[config.mk]
export PLATFORM = sky130hd
export DESIGN_NAME = leg_ram_arbiter_flat
export DESIGN_NICKNAME = d
export VERILOG_FILES = /design/src/rtl/leg_ram_arbiter_if.sv /design/src/rtl/leg_ram_arbiter.sv /design/src/flat_wrapper.sv
export SDC_FILE = /design/constraint.sdc
export NUM_CORES = 1
export LEC_CHECK = 0
export CORE_MARGIN = 2
export CORE_UTILIZATION = 41
export CTS_CLUSTER_SIZE = 16
export DETAILED_ROUTE_END_ITERATION = 7
export GPL_TIMING_DRIVEN = 0
export PLACE_DENSITY = 0.81
export REMOVE_ABC_BUFFERS = 1
export SETUP_SLACK_MARGIN = 0.02
export SYNTH_ARGS = -nofsm -noshare
export SYNTH_HDL_FRONTEND = slang
export SYNTH_SLANG_ARGS = --single-unit
[constraint.sdc]
create_clock -name clk -period 2.9 [get_ports clk]
set_input_delay 0.58 -clock clk [delete_from_list [all_inputs] [get_ports clk]]
set_output_delay 0.58 -clock clk [all_outputs]
set_load 0.01 [all_outputs]
[src/rtl/leg_ram_arbiter_if.sv]
// leg_ram_arbiter_if: CPU, DMA and RAM-side signals of the LEG data RAM arbiter.
interface leg_ram_arbiter_if;
    logic       cpu_load;
    logic       cpu_save;
    logic [7:0] cpu_addr;
    logic [7:0] cpu_wdata;
    logic [7:0] cpu_rdata;
    logic       cpu_stall;
    logic       dma_start;
    logic       dma_we;
    logic [7:0] dma_base;
    logic [7:0] dma_len;
    logic [7:0] dma_wdata;
    logic       dma_wvalid;
    logic       dma_wready;
    logic [7:0] dma_rdata;
    logic       dma_rvalid;
    logic       dma_busy;
    logic       dma_done;
    logic       dma_start_err;
    logic       ram_load;
    logic       ram_save;
    logic [7:0] ram_addr;
    logic [7:0] ram_wdata;
    logic [7:0] ram_rdata;

    modport slave (
        input  cpu_load, cpu_save, cpu_addr, cpu_wdata,
        input  dma_start, dma_we, dma_base, dma_len, dma_wdata, dma_wvalid,
        input  ram_rdata,
        output cpu_rdata, cpu_stall,
        output dma_wready, dma_rdata, dma_rvalid, dma_busy, dma_done, dma_start_err,
        output ram_load, ram_save, ram_addr, ram_wdata
    );

    modport master (
        output cpu_load, cpu_save, cpu_addr, cpu_wdata,
        output dma_start, dma_we, dma_base, dma_len, dma_wdata, dma_wvalid,
        output ram_rdata,
        input  cpu_rdata, cpu_stall,
        input  dma_wready, dma_rdata, dma_rvalid, dma_busy, dma_done, dma_start_err,
        input  ram_load, ram_save, ram_addr, ram_wdata
    );
endinterface

[src/rtl/leg_ram_arbiter.sv]
// leg_ram_arbiter: shares the single-port LEG data RAM between the CPU and a burst DMA.
// CPU wins by default; a starvation counter forces a DMA beat after STARVE_LIMIT losses.
module leg_ram_arbiter #(
    parameter int STARVE_LIMIT = 3
) (
    input logic              clk,
    input logic              rst,
    leg_ram_arbiter_if.slave bus
);
    localparam int SW = $clog2(STARVE_LIMIT + 2);

    typedef enum logic [1:0] {IDLE, BURST, DONE} state_t;

    state_t          r_state, w_next;
    logic            r_dir;
    logic [7:0]      r_ptr;
    logic [8:0]      r_rem;
    logic [SW-1:0]   r_starve;
    logic            r_rvalid;
    logic [7:0]      r_rdata;
    logic            r_start_err;
    logic            w_cpu_req, w_elig, w_win, w_accept;

    assign w_cpu_req = bus.cpu_load | bus.cpu_save;
    assign w_elig    = (r_state == BURST) && (!r_dir || bus.dma_wvalid);
    assign w_win     = w_elig && (!w_cpu_req || r_starve >= SW'(STARVE_LIMIT));
    assign w_accept  = bus.dma_start && (r_state != BURST);

    always_comb begin
        w_next = w_accept ? BURST : IDLE;
        if (r_state == BURST) w_next = (w_win && r_rem == 9'd1) ? DONE : BURST;
    end

    // A losing CPU request leaves ram_* on the DMA beat; save beats load when both are high.
    assign bus.ram_load      = w_win ? !r_dir : (bus.cpu_load && !bus.cpu_save);
    assign bus.ram_save      = w_win ? r_dir : bus.cpu_save;
    assign bus.ram_addr      = w_win ? r_ptr : bus.cpu_addr;
    assign bus.ram_wdata     = w_win ? bus.dma_wdata : bus.cpu_wdata;
    assign bus.cpu_rdata     = bus.ram_rdata;
    assign bus.cpu_stall     = w_win && w_cpu_req;
    assign bus.dma_wready    = w_win && r_dir;
    assign bus.dma_busy      = r_state == BURST;
    assign bus.dma_done      = r_state == DONE;
    assign bus.dma_rvalid    = r_rvalid;
    assign bus.dma_rdata     = r_rdata;
    assign bus.dma_start_err = r_start_err;

    always_ff @(posedge clk) begin
        if (rst) begin
            r_state     <= IDLE;
            r_dir       <= 1'b0;
            r_ptr       <= '0;
            r_rem       <= '0;
            r_starve    <= '0;
            r_rvalid    <= 1'b0;
            r_rdata     <= '0;
            r_start_err <= 1'b0;
        end else begin
            r_state     <= w_next;
            r_rvalid    <= w_win && !r_dir;
            r_start_err <= bus.dma_start && r_state == BURST;
            if (w_win && !r_dir) r_rdata <= bus.ram_rdata;
            if (w_accept) begin
                r_dir    <= bus.dma_we;
                r_ptr    <= bus.dma_base;
                r_rem    <= {bus.dma_len == 8'd0, bus.dma_len};
                r_starve <= '0;
            end else if (w_win) begin
                r_ptr    <= r_ptr + 8'd1;
                r_rem    <= r_rem - 9'd1;
                r_starve <= '0;
            end else if (w_cpu_req && w_elig && r_starve < SW'(STARVE_LIMIT)) begin
                r_starve <= r_starve + SW'(1);
            end
        end
    end
endmodule

[src/flat_wrapper.sv]
// flat-port wrapper written by rule: the top's interface ports become plain ports
module leg_ram_arbiter_flat 
#(
    parameter int STARVE_LIMIT = 3
)
  (clk, rst, bus_cpu_load, bus_cpu_save, bus_cpu_addr, bus_cpu_wdata, bus_dma_start, bus_dma_we, bus_dma_base, bus_dma_len, bus_dma_wdata, bus_dma_wvalid, bus_ram_rdata, bus_cpu_rdata, bus_cpu_stall, bus_dma_wready, bus_dma_rdata, bus_dma_rvalid, bus_dma_busy, bus_dma_done, bus_dma_start_err, bus_ram_load, bus_ram_save, bus_ram_addr, bus_ram_wdata);
  leg_ram_arbiter_if bus_i ();
  input logic clk;
  input logic rst;
  input wire logic [$bits(bus_i.cpu_load)-1:0] bus_cpu_load;
  input wire logic [$bits(bus_i.cpu_save)-1:0] bus_cpu_save;
  input wire logic [$bits(bus_i.cpu_addr)-1:0] bus_cpu_addr;
  input wire logic [$bits(bus_i.cpu_wdata)-1:0] bus_cpu_wdata;
  input wire logic [$bits(bus_i.dma_start)-1:0] bus_dma_start;
  input wire logic [$bits(bus_i.dma_we)-1:0] bus_dma_we;
  input wire logic [$bits(bus_i.dma_base)-1:0] bus_dma_base;
  input wire logic [$bits(bus_i.dma_len)-1:0] bus_dma_len;
  input wire logic [$bits(bus_i.dma_wdata)-1:0] bus_dma_wdata;
  input wire logic [$bits(bus_i.dma_wvalid)-1:0] bus_dma_wvalid;
  input wire logic [$bits(bus_i.ram_rdata)-1:0] bus_ram_rdata;
  output wire logic [$bits(bus_i.cpu_rdata)-1:0] bus_cpu_rdata;
  output wire logic [$bits(bus_i.cpu_stall)-1:0] bus_cpu_stall;
  output wire logic [$bits(bus_i.dma_wready)-1:0] bus_dma_wready;
  output wire logic [$bits(bus_i.dma_rdata)-1:0] bus_dma_rdata;
  output wire logic [$bits(bus_i.dma_rvalid)-1:0] bus_dma_rvalid;
  output wire logic [$bits(bus_i.dma_busy)-1:0] bus_dma_busy;
  output wire logic [$bits(bus_i.dma_done)-1:0] bus_dma_done;
  output wire logic [$bits(bus_i.dma_start_err)-1:0] bus_dma_start_err;
  output wire logic [$bits(bus_i.ram_load)-1:0] bus_ram_load;
  output wire logic [$bits(bus_i.ram_save)-1:0] bus_ram_save;
  output wire logic [$bits(bus_i.ram_addr)-1:0] bus_ram_addr;
  output wire logic [$bits(bus_i.ram_wdata)-1:0] bus_ram_wdata;
  assign bus_i.cpu_load = bus_cpu_load;
  assign bus_i.cpu_save = bus_cpu_save;
  assign bus_i.cpu_addr = bus_cpu_addr;
  assign bus_i.cpu_wdata = bus_cpu_wdata;
  assign bus_i.dma_start = bus_dma_start;
  assign bus_i.dma_we = bus_dma_we;
  assign bus_i.dma_base = bus_dma_base;
  assign bus_i.dma_len = bus_dma_len;
  assign bus_i.dma_wdata = bus_dma_wdata;
  assign bus_i.dma_wvalid = bus_dma_wvalid;
  assign bus_i.ram_rdata = bus_ram_rdata;
  assign bus_cpu_rdata = bus_i.cpu_rdata;
  assign bus_cpu_stall = bus_i.cpu_stall;
  assign bus_dma_wready = bus_i.dma_wready;
  assign bus_dma_rdata = bus_i.dma_rdata;
  assign bus_dma_rvalid = bus_i.dma_rvalid;
  assign bus_dma_busy = bus_i.dma_busy;
  assign bus_dma_done = bus_i.dma_done;
  assign bus_dma_start_err = bus_i.dma_start_err;
  assign bus_ram_load = bus_i.ram_load;
  assign bus_ram_save = bus_i.ram_save;
  assign bus_ram_addr = bus_i.ram_addr;
  assign bus_ram_wdata = bus_i.ram_wdata;
  leg_ram_arbiter #(.STARVE_LIMIT(STARVE_LIMIT)) u_core (.clk(clk), .rst(rst), .bus(bus_i));
endmodule
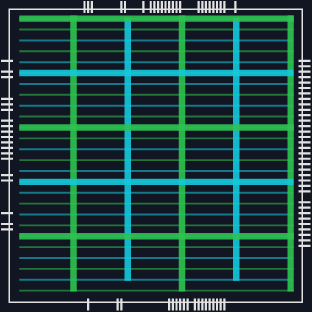
floorplan.png
(4 px per um) Pins as bars on the die edge.
Key: green = VSS; cyan = VDD
95 signal pins sit on the boundary. The core has 25 rows.

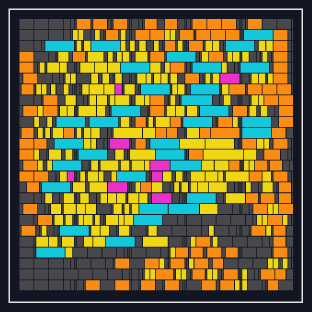
class_map.png
(4 px per um) Fill, decap, tap and diode cells in grey.
Key: magenta = clock drivers and dummy loads [cells 8, share of their area 2.8%]; cyan = registers [cells 33, share of their area 22%]; yellow = remaining logic cells [cells 207, share of their area 41%]; orange = remaining buffers and delay cells [cells 110, share of their area 35%]

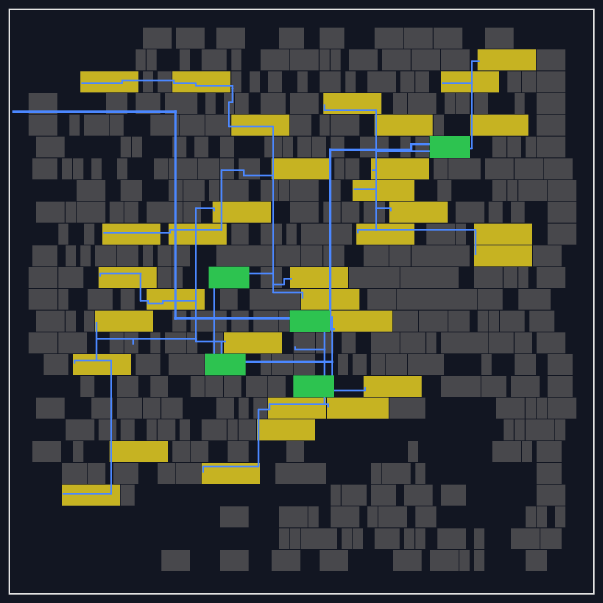
clock_wires.png
(8 px per um)
Key: blue = clock wires [length 444 um]; yellow = flip-flops [count 33]; green = clock-net drivers [count 5]
There are 6 routed clock nets.

==> out/results.txt <==
outcome -> finished, final reports clean
Max Fclk -> 354.8 MHz
storage element area -> 664.4 sq um
most area-hungry cell type in the Yosys netlist -> dfxtp_1
Final Core Density -> 0.6714
compound-cell area share of the yosys netlist -> 0.2238
Routed met3 length -> 451 um
fraction of area in clock buffers and inverters -> 0.02759
predominant post-synthesis flop cell -> dfxtp_1
r2r startpoint -> u_core.r_starve[0]$_SDFFE_PP0P_
Clock Pin Slew Worst Setup and Hold Paths -> 0.07 ns
proportion of synthesized area in mux cells -> 0.02058
share of cells above drive strength 1 -> 0.1145
cell internal power dissipation -> 0.8141 mW
DIE AREA -> 5312 sq um
sequential cell area share -> 0.2123
number of global-route vias before repair -> 2118
number of buffers and inverters on the critical path -> 2
number of top-level pins -> 95
worst min-delay path startpoint -> u_core.bus.dma_rdata[2]$_SDFFE_PP0P_
largest class -> logic gates
wire length on met2 -> 2977 um
sequential fraction of the synthesis area -> 0.3395
EDFF count, synth -> 0
Largest type area fraction -> 0.3395
initial antenna violation count -> 0
Basic Gates by Area -> 0.2875
Antenna Nets Post-Route -> 0
fraction of standard cell area in multi-input logic -> 0.3882
Port Buf Inserts -> 94
source-to-sink clock delay at the later pin of the worst-skew pair -> 0.29 ns
cell family with the largest share of critical-path delay -> buffers and inverters
crit start category -> primary input
RSZ-0062 raised after global routing -> false
Setup Fix Bufs, Post-CTS -> 15
yosys cell count -> 261
reg-to-reg setup timing slack -> 0.65 ns
delay contributed by the slowest stage of the critical path -> 0.52 ns
CTS root buf -> clkbuf_8
global-route wire length before repair -> 9770 um
power dissipated in combinational cells -> 0.311 mW
TritonCTS Sinks -> 33
hold worst-path end -> u_core.bus.dma_rdata[2]$_SDFFE_PP0P_
logic depth of the worst path, buffers included -> 6
total setup violations reported at the end of the flow -> 0
switching share of total power -> 0.2972
number of buffers created by CTS -> 5
asr flop ratio synth -> 0
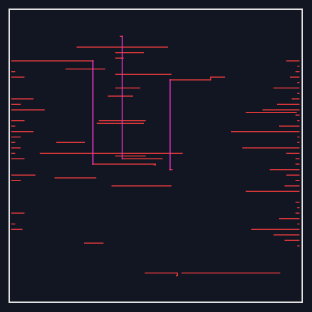
layers.png
(4 px per um) Two of the layers only.
Key: red = M3 [wire length 452 um]; magenta = M4 [wire length 78.9 um]
routed length per instance: 14.92 um
via count: 2288
total length of routed wires: 6145 um

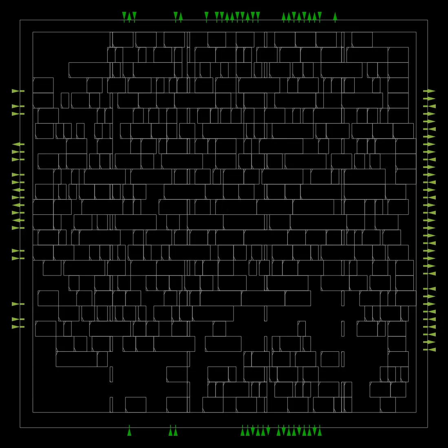
placed.png
Cell Rows: 25
number of well-tap cells placed: 54
core footprint: 4661 sq um

Power figures rest on the tool's default switching activity, not on a simulated workload.
